$ cat src/rtl/f1_issue_fifo_pkg.sv
// rtl/f1_issue_fifo_pkg.sv - shared F1 opcode encodings and entry packing helpers
package f1_issue_fifo_pkg;

  localparam logic [1:0] F1_UNIT_ABS    = 2'b00;
  localparam logic [1:0] F1_UNIT_MINMAX = 2'b01;
  localparam logic [1:0] F1_UNIT_ADDSUB = 2'b10;
  localparam logic [1:0] F1_UNIT_RSVD   = 2'b11;

  localparam int F1_F_W = 4;

  // Entry layout is {f, op2, op1, op0} with f in the MSBs.
  function automatic int f1_entry_w(input int width);
    return F1_F_W + 3 * width;
  endfunction

endpackage

$ cat src/rtl/f1_entry_ram.sv
// rtl/f1_entry_ram.sv - DEPTH x W register array, synchronous write, asynchronous read
module f1_entry_ram #(
  parameter int DEPTH = 4,
  parameter int W     = 100,
  parameter int AW    = $clog2(DEPTH)
) (
  input  logic          clk,
  input  logic          we,
  input  logic [AW-1:0] waddr,
  input  logic [W-1:0]  wdata,
  input  logic [AW-1:0] raddr,
  output logic [W-1:0]  rdata
);

  logic [W-1:0] mem [DEPTH];

  // Contents are intentionally not reset; validity is tracked by the FIFO occupancy.
  always_ff @(posedge clk) begin
    if (we) begin
      mem[waddr] <= wdata;
    end
  end

  assign rdata = mem[raddr];

endmodule

$ cat src/rtl/f1_issue_fifo.sv
// rtl/f1_issue_fifo.sv - issue FIFO feeding the F1 ALU, filters and counts reserved opcodes
module f1_issue_fifo
  import f1_issue_fifo_pkg::*;
#(
  parameter int WIDTH = 32,
  parameter int DEPTH = 4,
  parameter int CNTW  = 16
) (
  input  logic                   clk,
  input  logic                   rst,
  input  logic                   in_valid,
  output logic                   in_ready,
  input  logic [3:0]             in_f,
  input  logic [WIDTH-1:0]       in_op0,
  input  logic [WIDTH-1:0]       in_op1,
  input  logic [WIDTH-1:0]       in_op2,
  output logic                   out_valid,
  input  logic                   out_ready,
  output logic [3:0]             out_f,
  output logic [WIDTH-1:0]       out_op0,
  output logic [WIDTH-1:0]       out_op1,
  output logic [WIDTH-1:0]       out_op2,
  output logic [$clog2(DEPTH):0] count,
  output logic                   drop_pulse,
  output logic [CNTW-1:0]        drop_cnt
);

  localparam int AW = $clog2(DEPTH);
  localparam int CW = AW + 1;
  localparam int EW = f1_entry_w(WIDTH);
  localparam logic [CW-1:0] FULL_CNT = CW'(DEPTH);

  logic [AW-1:0] wr_ptr;
  logic [AW-1:0] rd_ptr;
  logic [EW-1:0] wdata;
  logic [EW-1:0] rdata;
  logic          accept;
  logic          rsvd;
  logic          push;
  logic          drop;
  logic          pop;

  assign in_ready  = (count != FULL_CNT);
  assign out_valid = (count != '0);

  // A reserved op still completes the handshake; it is just never written.
  assign accept = in_valid & in_ready;
  assign rsvd   = (in_f[1:0] == F1_UNIT_RSVD);
  assign push   = accept & ~rsvd;
  assign drop   = accept & rsvd;
  assign pop    = out_valid & out_ready;

  assign wdata = {in_f, in_op2, in_op1, in_op0};
  assign {out_f, out_op2, out_op1, out_op0} = rdata;

  f1_entry_ram #(
    .DEPTH (DEPTH),
    .W     (EW),
    .AW    (AW)
  ) u_ram (
    .clk   (clk),
    .we    (push),
    .waddr (wr_ptr),
    .wdata (wdata),
    .raddr (rd_ptr),
    .rdata (rdata)
  );

  always_ff @(posedge clk) begin
    if (rst) begin
      wr_ptr     <= '0;
      rd_ptr     <= '0;
      count      <= '0;
      drop_pulse <= 1'b0;
      drop_cnt   <= '0;
    end else begin
      if (push) begin
        wr_ptr <= wr_ptr + AW'(1);
      end
      if (pop) begin
        rd_ptr <= rd_ptr + AW'(1);
      end
      count      <= count + CW'(push) - CW'(pop);
      drop_pulse <= drop;
      if (drop && (drop_cnt != '1)) begin
        drop_cnt <= drop_cnt + CNTW'(1);
      end
    end
  end

endmodule

$ cat config.mk
export PLATFORM = sky130hd
export DESIGN_NAME = f1_issue_fifo
export DESIGN_NICKNAME = d
export VERILOG_FILES = /design/src/rtl/f1_issue_fifo_pkg.sv /design/src/rtl/f1_entry_ram.sv /design/src/rtl/f1_issue_fifo.sv
export SDC_FILE = /design/constraint.sdc
export NUM_CORES = 1
export LEC_CHECK = 0
export CORE_ASPECT_RATIO = 1.25
export CORE_MARGIN = 2
export CORE_UTILIZATION = 49
export DETAILED_ROUTE_END_ITERATION = 12
export GPL_ROUTABILITY_DRIVEN = 0
export PLACE_DENSITY_LB_ADDON = 0.12
export SLEW_MARGIN = 0
export SYNTH_ARGS = -nofsm -noshare
export SYNTH_HDL_FRONTEND = slang
export SYNTH_HIERARCHICAL = 1
export SYNTH_SLANG_ARGS = --single-unit
$ cat constraint.sdc
create_clock -name clk -period 11.2 [get_ports clk]
set_input_delay 2.24 -clock clk [delete_from_list [all_inputs] [get_ports clk]]
set_output_delay 2.24 -clock clk [all_outputs]
set_load 0.01 [all_outputs]
**The metal 4 layer**

Cells faint in the background.
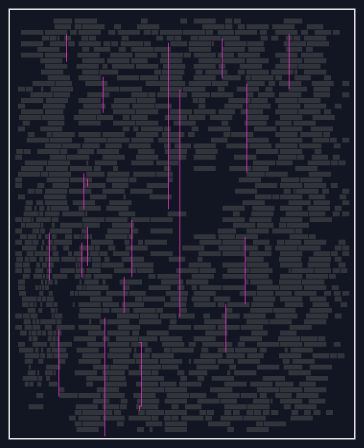
The layer holds 2.0% of the routed length. 10 nets have wire on it.
routed wire length: 30.55 mm
overall via count from detail_route: 7543

**The clock network**

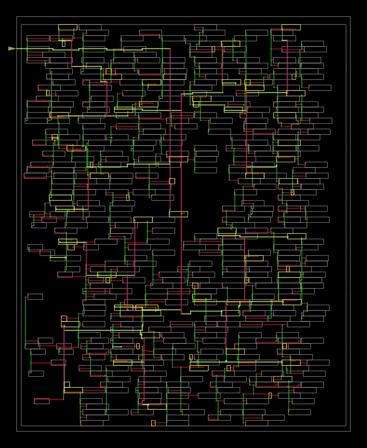
tally of clock buffers in the finished layout: 46
Clock Latency Late Sink: 530 ps

==> metrics.sh <==
INTERNAL-POWER_mW=3.226
CPMAXSTAGEDELAYCELL='buf_4'
LARGEST_REG_FLOPS=400
SYNTH.CELLMIX.COMPOUNDSHARE_PCT=0.8514
CTS-BUFFERS-INSERTED=40
STARTPOINT_TYPE='register'
NFILLCELLS=2212
POSTSYNTHNETCOUNT=779
GLOBALROUTE.BUSIESTLAYER='met2'
LOG.WARNING_COUNT=26
POST_SYNTH_MUX_AREA_SHARE_PCT=14.68
MAXCAPVIOLATIONS=0
HOLD-PATH-ENDPOINT='drop_cnt[4]$_SDFFE_PP0P_'
CELLLEAKAGEPOWER_nW=6.188
DP_HPWL_MM=18.54
COMB-POWER_uW=971
GRT_ANTENNA_BEFORE_REPAIR=3
CTSROOTBUFFERMASTER='clkbuf_16'
CHIPAREA_MM2=0.03386
RSZ0062_AT_GRT='false'
NETLIST-CELL-TYPE-COUNT=46
POWER_FRAC_SEQ_PCT=45.1
HOLD_PATH.CLASS='register to register'
LARGESTCLASSBYAREA='flip-flops and latches'
COMB_AREA_MM2=0.003078
LAYOUT.SEQUENTIAL_CELLS=424
CPLARGESTDELAYFAMILY='buffers and inverters'
WORSTREGTOREGCELLS=5
ASYNC_FLOP_SHARE_PCT=0
LAYOUT.AREA.SEQ_MM2=0.01250
CTS_TREE='done'
VDD.IR_DROP.WORST_mV=0.1091
LAYOUT_TOP_CELL='edfxtp_1'
TAP-CELL-COUNT=412
SYN2LAYOUT_AREA_GROWTH_PCT=24.60
FINAL_LAYOUT_SIZE_SUFFIX_GT1_SHARE_PCT=19.94
FIN_UTIL_PCT=62.04
WHS_PATH_DEPTH=2
STATUS='finished, final reports clean'
NNETSFINAL=1026
POST-ROUTE-PERIOD-UTIL_PCT=47.96
TIMING.SLEW.HEADROOM_PCT=25.23
CATEGORY_OF_THE_WORST_SETUP_PATH_CAPTURE_POINT='output pin'
CTS_BUFFER_DEPTH=3
WORSTHOLDSTART='drop_cnt[4]$_SDFFE_PP0P_'
WL_MET3_MM=1.731
LAYOUT.CELLS.MOST_COMMON_LIST='400 x edfxtp_1, 225 x clkdlybuf4s50_1, 100 x mux4_2'
PERIOD_NEEDED_PS=5372
COUNT_OF_BOUNDARY_I_O_PINS=226
YS_CELLS=671
POST_LAYOUT_NONFILLER_INSTANCES=1362
CHIP_AREA_FROM_THE_YOSYS_SYNTHESIS_STATISTICS_MM2=0.01587
REG2REG_TO='u_ram/mem[2][99]$_DFFE_PP_'
YOSYS.CELL_COUNT.TOP_TYPE='edfxtp_1'
NETLIST_TOP_CELLS_AREA='edfxtp_1 76%, mux4_2 14%, dfxtp_1 3.0%'
ROUTED_WIRE_LENGTH_ON_MET2_MM=16.14
FINALSETUPVIOLCOUNT=0
REMAINING_DRC_ERRORS=0
TOP_SIGNAL_LAYER_USED='met5'
BUFFERS=233
SYN-CELL-AREA_MM2=0.01587
PRIMARY_FF_MASTER_SYNTH='edfxtp_1'
PATH_CLASS='register to output pin'
YS.WARNINGS.COUNT=6
GLOBAL_ROUTE.USAGE.MET2_PCT=32.90
WORST_R2R_STARTPOINT='count[1]$_SDFF_PP0_'
LARGESTREGISTERS='u_ram/mem x400, drop_cnt x16, count x3'
CP.BUFFERS_INVERTERS=2
YOSYS.AREA_SHARE.XOR_XNOR_PCT=0.3311
YS_FF=424
REGTOREGSETUPSLACK_PS=7910
DP_AREA_MM2=0.01843
SYNTH_SIMPLE_GATE_AREA_SHARE_PCT=3.059
CLOCK_TREE.HTREE_LEVEL_COUNT=2
PG_SEQ_mW=1.91
CTS_HOLD_BUF=0
IO_BUFFERS=225
POST_CTS_RESIZED=0
WORSTSETUPPATHDEPTH=3
**Routed clock nets over the placement**

Scale bar: 50 um.
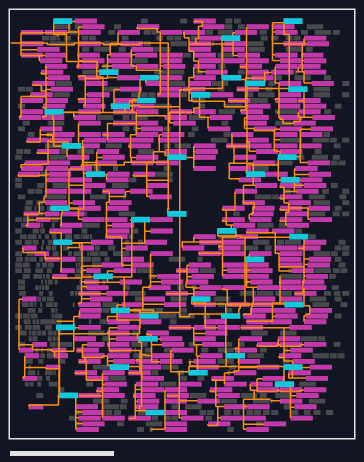
clock drivers: marked cyan, count 40. clock wires: marked orange, length 4370 um. flip-flops: marked magenta, count 424.
Position of the flops: all over the die. There are 41 routed clock nets.
Clk pwr share: 32.1%
Clk. pwr: 1.36 mW
Worst Skew: 12.95 ps

**Signal metal coverage by tile**

The die is cut into 16 by 21 equal tiles; dark blue is low, red is high, scaled to the fullest tile. Values are wire area over tile area, all layers added.
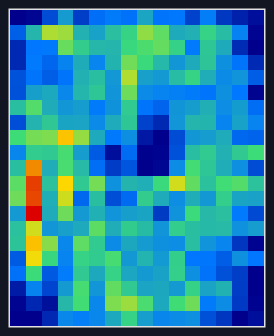
14% of the tiles are over half the peak. 5.4% of the tiles are nearly empty. The mean over all tiles is 0.14. The fullest tile reaches 0.42. The densest ninth of the die: middle left.
total global routing track utilization: 18.51%
Routed wire per std cell: 22.43 um

Power and IR drop assume default switching activity.
